--- config.mk ---
export PLATFORM = sky130hd
export DESIGN_NAME = compare_count_drain
export DESIGN_NICKNAME = d
export VERILOG_FILES = /design/src/rtl/compare_count_drain.sv
export SDC_FILE = /design/constraint.sdc
export NUM_CORES = 1
export LEC_CHECK = 0
export ABC_AREA = 0
export CORE_MARGIN = 4
export CORE_UTILIZATION = 40
export DETAILED_ROUTE_END_ITERATION = 6
export HOLD_SLACK_MARGIN = 0.08
export PLACE_DENSITY_LB_ADDON = 0.12
export SLEW_MARGIN = 10
export SYNTH_ARGS = -nofsm -noshare
export SYNTH_HDL_FRONTEND = slang
export SYNTH_SLANG_ARGS = --single-unit
export TNS_END_PERCENT = 10
--- constraint.sdc ---
create_clock -name CLK -period 4.2 [get_ports CLK]
set_input_delay 0.42 -clock CLK [delete_from_list [all_inputs] [get_ports CLK]]
set_output_delay 0.42 -clock CLK [all_outputs]
set_load 0.01 [all_outputs]
--- src/rtl/compare_count_drain.sv ---
// Drain stage for the three-way compare/count unit: mirrors the iteration stream,
// waits out the counter latency after DONE, then sends a checked snapshot as two words.
module compare_count_drain #(
   parameter int unsigned LAT = 2
) (
   input  logic        CLK,
   input  logic        RST,
   input  logic        VALID,
   input  logic        LOOP,
   input  logic        CLR,
   input  logic        DONE,
   input  logic [31:0] Q0,
   input  logic [31:0] Q1,
   input  logic [31:0] Q2,
   output logic [63:0] OUT_DATA,
   output logic        OUT_VALID,
   output logic        OUT_LAST,
   input  logic        OUT_READY,
   output logic        ERR,
   output logic        OVR,
   output logic        BUSY
);

   localparam int unsigned WCNT_W = 4;
   localparam int unsigned DW     = 32;

   typedef enum logic [1:0] {
      S_IDLE,
      S_WAIT,
      S_SEND0,
      S_SEND1
   } state_t;

   state_t              state, state_d;
   logic [WCNT_W-1:0]   wcnt, wcnt_d;
   logic [DW-1:0]       iter, iter_d;
   logic [DW-1:0]       iter_s, iter_s_d;
   logic [DW-1:0]       q2_s, q2_s_d;
   logic [2*DW-1:0]     data_d;
   logic                valid_d, last_d, err_d, ovr_d;
   logic                beat;
   logic                step;

   assign beat = OUT_VALID & OUT_READY;
   assign step = VALID & LOOP;

   // State and registered outputs
   always_ff @(posedge CLK) begin
      if (RST) begin
         state     <= S_IDLE;
         wcnt      <= '0;
         iter      <= '0;
         iter_s    <= '0;
         q2_s      <= '0;
         OUT_DATA  <= '0;
         OUT_VALID <= 1'b0;
         OUT_LAST  <= 1'b0;
         ERR       <= 1'b0;
         OVR       <= 1'b0;
         BUSY      <= 1'b0;
      end else begin
         state     <= state_d;
         wcnt      <= wcnt_d;
         iter      <= iter_d;
         iter_s    <= iter_s_d;
         q2_s      <= q2_s_d;
         OUT_DATA  <= data_d;
         OUT_VALID <= valid_d;
         OUT_LAST  <= last_d;
         ERR       <= err_d;
         OVR       <= ovr_d;
         BUSY      <= (state_d != S_IDLE);
      end
   end

   // Next-state and next-output logic
   always_comb begin
      state_d  = state;
      wcnt_d   = wcnt;
      iter_d   = iter;
      iter_s_d = iter_s;
      q2_s_d   = q2_s;
      data_d   = OUT_DATA;
      valid_d  = OUT_VALID;
      last_d   = OUT_LAST;
      err_d    = ERR;
      ovr_d    = OVR;

      if ((state != S_IDLE) && (step || DONE)) begin
         ovr_d = 1'b1;
      end

      case (state)
         S_IDLE: begin
            if (step) begin
               iter_d = CLR ? DW'(1) : iter + DW'(1);
            end
            if (DONE) begin
               state_d = S_WAIT;
               wcnt_d  = WCNT_W'(LAT);
            end
         end
         S_WAIT: begin
            // Counter reaching 0 on this edge is the snapshot edge
            if (wcnt <= WCNT_W'(1)) begin
               wcnt_d   = '0;
               q2_s_d   = Q2;
               iter_s_d = iter;
               data_d   = {Q1, Q0};
               valid_d  = 1'b1;
               last_d   = 1'b0;
               err_d    = ((Q0 + Q1 + Q2) != iter);
               state_d  = S_SEND0;
            end else begin
               wcnt_d = WCNT_W'(wcnt - WCNT_W'(1));
            end
         end
         S_SEND0: begin
            if (beat) begin
               data_d  = {iter_s, q2_s};
               last_d  = 1'b1;
               state_d = S_SEND1;
            end
         end
         S_SEND1: begin
            if (beat) begin
               data_d  = '0;
               valid_d = 1'b0;
               last_d  = 1'b0;
               state_d = S_IDLE;
            end
         end
         default: state_d = S_IDLE;
      endcase
   end

endmodule

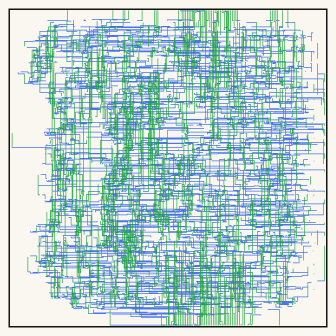
Figure 1: wiring by layer.
Only two layers are drawn.
| colour | layer | wire length |
|---|---|---|
| green | M2 | 13900 microns |
| blue | M1 | 17300 microns |
wire length per cell: 19.4 microns
total number of vias: 9500
Detailed Route WL: 33500 microns
All-Layer GR Usage: 23.5%

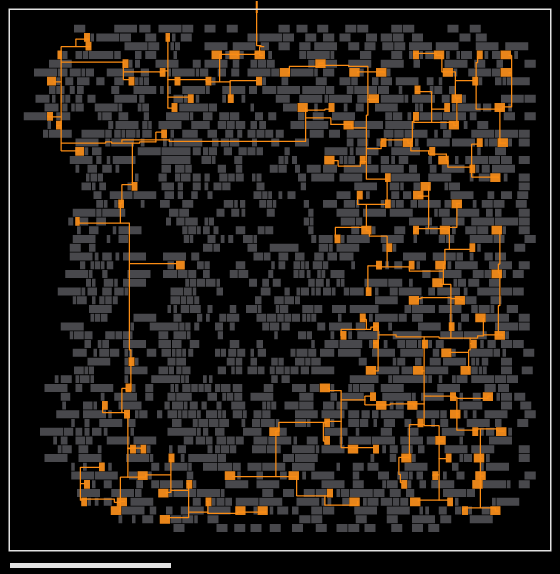
Figure 2: I/O nets highlighted.
Scale bar: 50 microns.
| colour | port | bits | direction | edge | end cells | buffers | wire |
|---|---|---|---|---|---|---|---|
| orange | RST | 1 | input | north | 140 | 2 | 1610 microns |

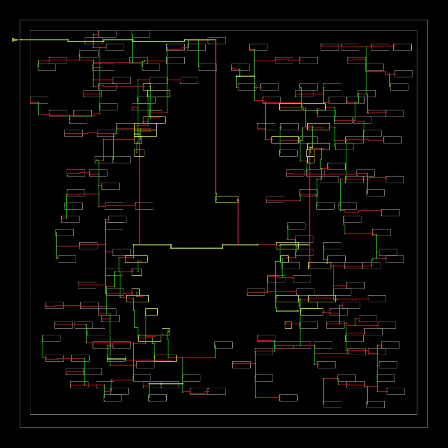
Figure 3: the clock network.
cts bufs inserted: 17
registers: 171
Power Clock: 1.66 mW
Worst Skew: 15.0 ps

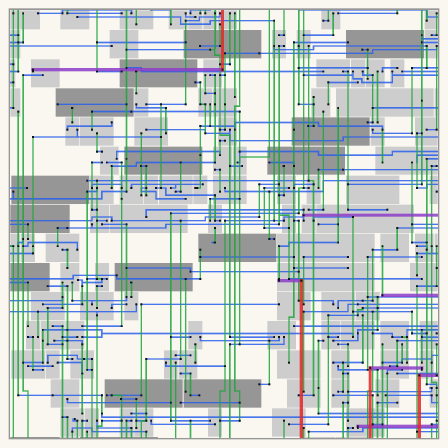
Figure 4: close-up of the layout.
Window x 22 to 62, y 106 to 146 microns. Cells in grey, sequential cells in the stronger grey; small squares are vias.
| colour | layer |
|---|---|
| red | M4 |
| green | M2 |
| blue | M1 |
| purple | M3 |
cells with their middle in the window: 107
most frequent: nand2_1 (18), dfxtp_1 (14)
netlist names of flops here include: iter (9), iter_s (5)
sequential cells in the window: 14

-- state kept, by name, summed over array words and instances (netlist names) --
| signal | flops |
|---|---|
| OUT_DATA | 64 |
| iter | 32 |
| iter_s | 32 |
| q2_s | 32 |
| wcnt | 4 |
| state | 2 |
| BUSY | 1 |
| ERR | 1 |
| OUT_LAST | 1 |
| OUT_VALID | 1 |
| OVR | 1 |
-- worst paths after layout --
| check | to | slack [ps] |
|---|---|---|
| setup / recovery | ERR | 340 |
| hold / removal | OVR | 440 |
| setup reg to reg | iter[29] | 1380 |
| hold reg to reg | q2_s[18] | 460 |
-- synthesized netlist by cell type, drive strengths merged, types with 6 or more instances --
| library cell | n | area share, % |
|---|---|---|
| a211oi | 8 | 0.64 |
| a21o | 12 | 0.88 |
| a21oi | 102 | 5.1 |
| a311oi | 65 | 5.6 |
| a31oi | 6 | 0.37 |
| and3 | 16 | 0.98 |
| buf | 23 | 1.2 |
| clkbuf | 69 | 2.5 |
| dfxtp | 171 | 34 |
| fa | 32 | 6.3 |
| ha | 33 | 4.1 |
| inv | 18 | 0.66 |
| nand2 | 170 | 6.3 |
| nand2b | 68 | 4.2 |
| nand3 | 27 | 1.4 |
| nand3b | 68 | 5.0 |
| nand4 | 18 | 1.1 |
| nor2 | 133 | 4.9 |
| nor3 | 18 | 0.93 |
| nor4 | 10 | 0.74 |
| o21a | 8 | 0.59 |
| o21ai | 26 | 1.3 |
| xnor2 | 47 | 4.0 |
| xor2 | 27 | 2.4 |
-- where the power goes --
part	switching, mW	internal, mW
Combinational	1.38	1.14
Sequential	0.144	1.84
Clock	0.734	0.925
-- placed cells by master (no fill, tap or decap), types with 4 or more instances in the layout --
master	Yosys	final
a211oi_1	7	7
a21o_1	12	12
a21oi_1	101	101
a311oi_1	65	65
a31oi_1	6	6
and3_1	16	16
and4_1	4	4
buf_4	5	50
clkbuf_16	0	17
clkdlybuf4s50_1	0	170
dfxtp_1	171	169
fa_1	32	32
ha_1	33	33
inv_1	18	18
inv_6	0	5
mux2i_1	4	4
nand2_1	170	170
nand2b_1	68	68
nand3_1	26	26
nand3b_1	68	68
nand4_1	18	18
nor2_1	133	132
nor2b_1	4	4
nor3_1	17	17
nor4_1	8	8
o211ai_1	5	5
o21a_1	8	8
o21ai_0	22	22
o21bai_1	5	5
o31ai_1	4	4
or3_1	4	4
xnor2_1	47	47
xor2_1	26	26
-- cell families (layout without fill, tap and decap cells) --
family / Yosys count / in the layout / synth area share (%)
multiplexers: 7 / 7 / 0.724
flip-flops: 171 / 171 / 33.6
AND-OR/OR-AND: 263 / 263 / 17.4
buffers and inverters: 110 / 272 / 4.43
adder cells (fa/ha/maj): 65 / 65 / 10.3
XOR/XNOR: 74 / 74 / 6.43
AND/OR/NAND/NOR: 550 / 550 / 27.0
-- stage by stage --
| step | setup WS, ps | std cells | TNS (ps) |
|---|---|---|---|
| floorplan | 667 | 1240 | 0 |
| global placement | -63.8 | 1701 | -63.8 |
| detailed placement | -85.6 | 1701 | -85.6 |
| CTS | 355 | 1732 | 0 |
| global route | 195 | 1732 | 0 |
| finish | 342 | 1732 | 0 |
==> flow_summary.json <==
{
  "clkbuf_count": 19,
  "clkTransAtPathRegs_ps": 80,
  "min_from": "RST",
  "sh_comb_area_pct": 48.8,
  "synth_area_sq_um": 10200,
  "cts_root_buf": "clkbuf_16",
  "cp_max_fo": 2,
  "n_all_buffers": 223,
  "whs_path_depth": 2,
  "met2_usage_pct": 33.3,
  "first_pass_iters": 4,
  "hold_path_class": "in2reg",
  "bufAreaShareNonClock_pct": 16.5,
  "fillers": 2481,
  "fin_util_pct": 51.7,
  "use_met1_pct": 37.1,
  "use_met3_pct": 3.14,
  "yosysUniqueCellTypes": 64,
  "top_layer_used": "met4",
  "fin_crit_sh_pct": 91.9,
  "antenna_found_initial": 0,
  "max-vdd-ir-drop_v": 0.000246,
  "cap_viol_max_count": 0,
  "rsz0062_at_grt": "no",
  "n_antenna_cell": 0,
  "wl_met3_microns": 1800,
  "path_depth": 14,
  "finalPower_mw": 6.16,
  "numSynthFlops": 171,
  "drv_slew": 0,
  "worstPathCellList": "clkdlybuf4s50_1 > fa_1 > ha_1 > inv_1 > fa_1 > nand2b_1 > a21oi_1 > o21ai_1 > nand2_1 > mux2_2 > or4_1 > or4_1 > nor4_2 > a31oi_1",
  "die_area_sq_um": 28100,
  "cts-resized-gates": 0,
  "placed_area_sq_um": 12400,
  "crit_buf_inv": 2,
  "crit_family": "simple AND/OR/NAND/NOR gates",
  "critPathSlowestCell": "fa_1",
  "ys_seq_share_pct": 33.6,
  "grt-busiest-layer": "met1",
  "place.detailed.hpwl_microns": 25000,
  "arrival_ps": 4160,
  "ys_area_sq_um": 10200,
  "fp_util_pct": 40.6,
  "ys_cells": 1240,
  "comb_cells": 959,
  "tritoncts": "done",
  "status": "complete, no violations",
  "max_freq_ghz": 0.259,
  "critPathLaunchType": "input port",
  "ant_nets": 0,
  "synthesis.nets": 1408,
  "slew_headroom_pct": 32.5,
  "hold_violations": 0,
  "ys_warn_count": 0,
  "cts.sinks": 171,
  "cts_setup_buffers": 0,
  "power_leakage_nw": 4.57,
  "htreeDepth": 4,
  "chipWidth_microns": 168,
  "areaGrowthSynthToFinish_pct": 27.3,
  "cts.hold.buffers_added": 0,
  "route.detailed.drc": 0,
  "core_sq_um": 25100,
  "synthCells": 1240,
  "tightest_slew_ps": 1010,
  "wl_met1_microns": 17300,
  "fp-row-count": 58,
  "inv_count": 18,
  "grt_pass1_vias": 9051,
  "required_ps": 4500,
  "tool_warnings": 29,
  "design_area_sq_um": 13000,
  "finalCriticalPeriod_ps": 3860,
  "ys_async_sr_fraction_pct": 0,
  "max_stage_delay_ps": 610,
  "drive_gt1_share_pct": 7.20,
  "grt_start_max_net_pins": 102,
  "flop_area_sq_um": 3430,
  "grt_overflow": 0,
  "crit_type": "in2reg",
  "fin_nets": 1558,
  "r2r_cells": 9,
  "clk_share_pct": 4.65,
  "wl_met2_microns": 13900
}
No activity file was given, so power comes from the tool's default toggle rates.
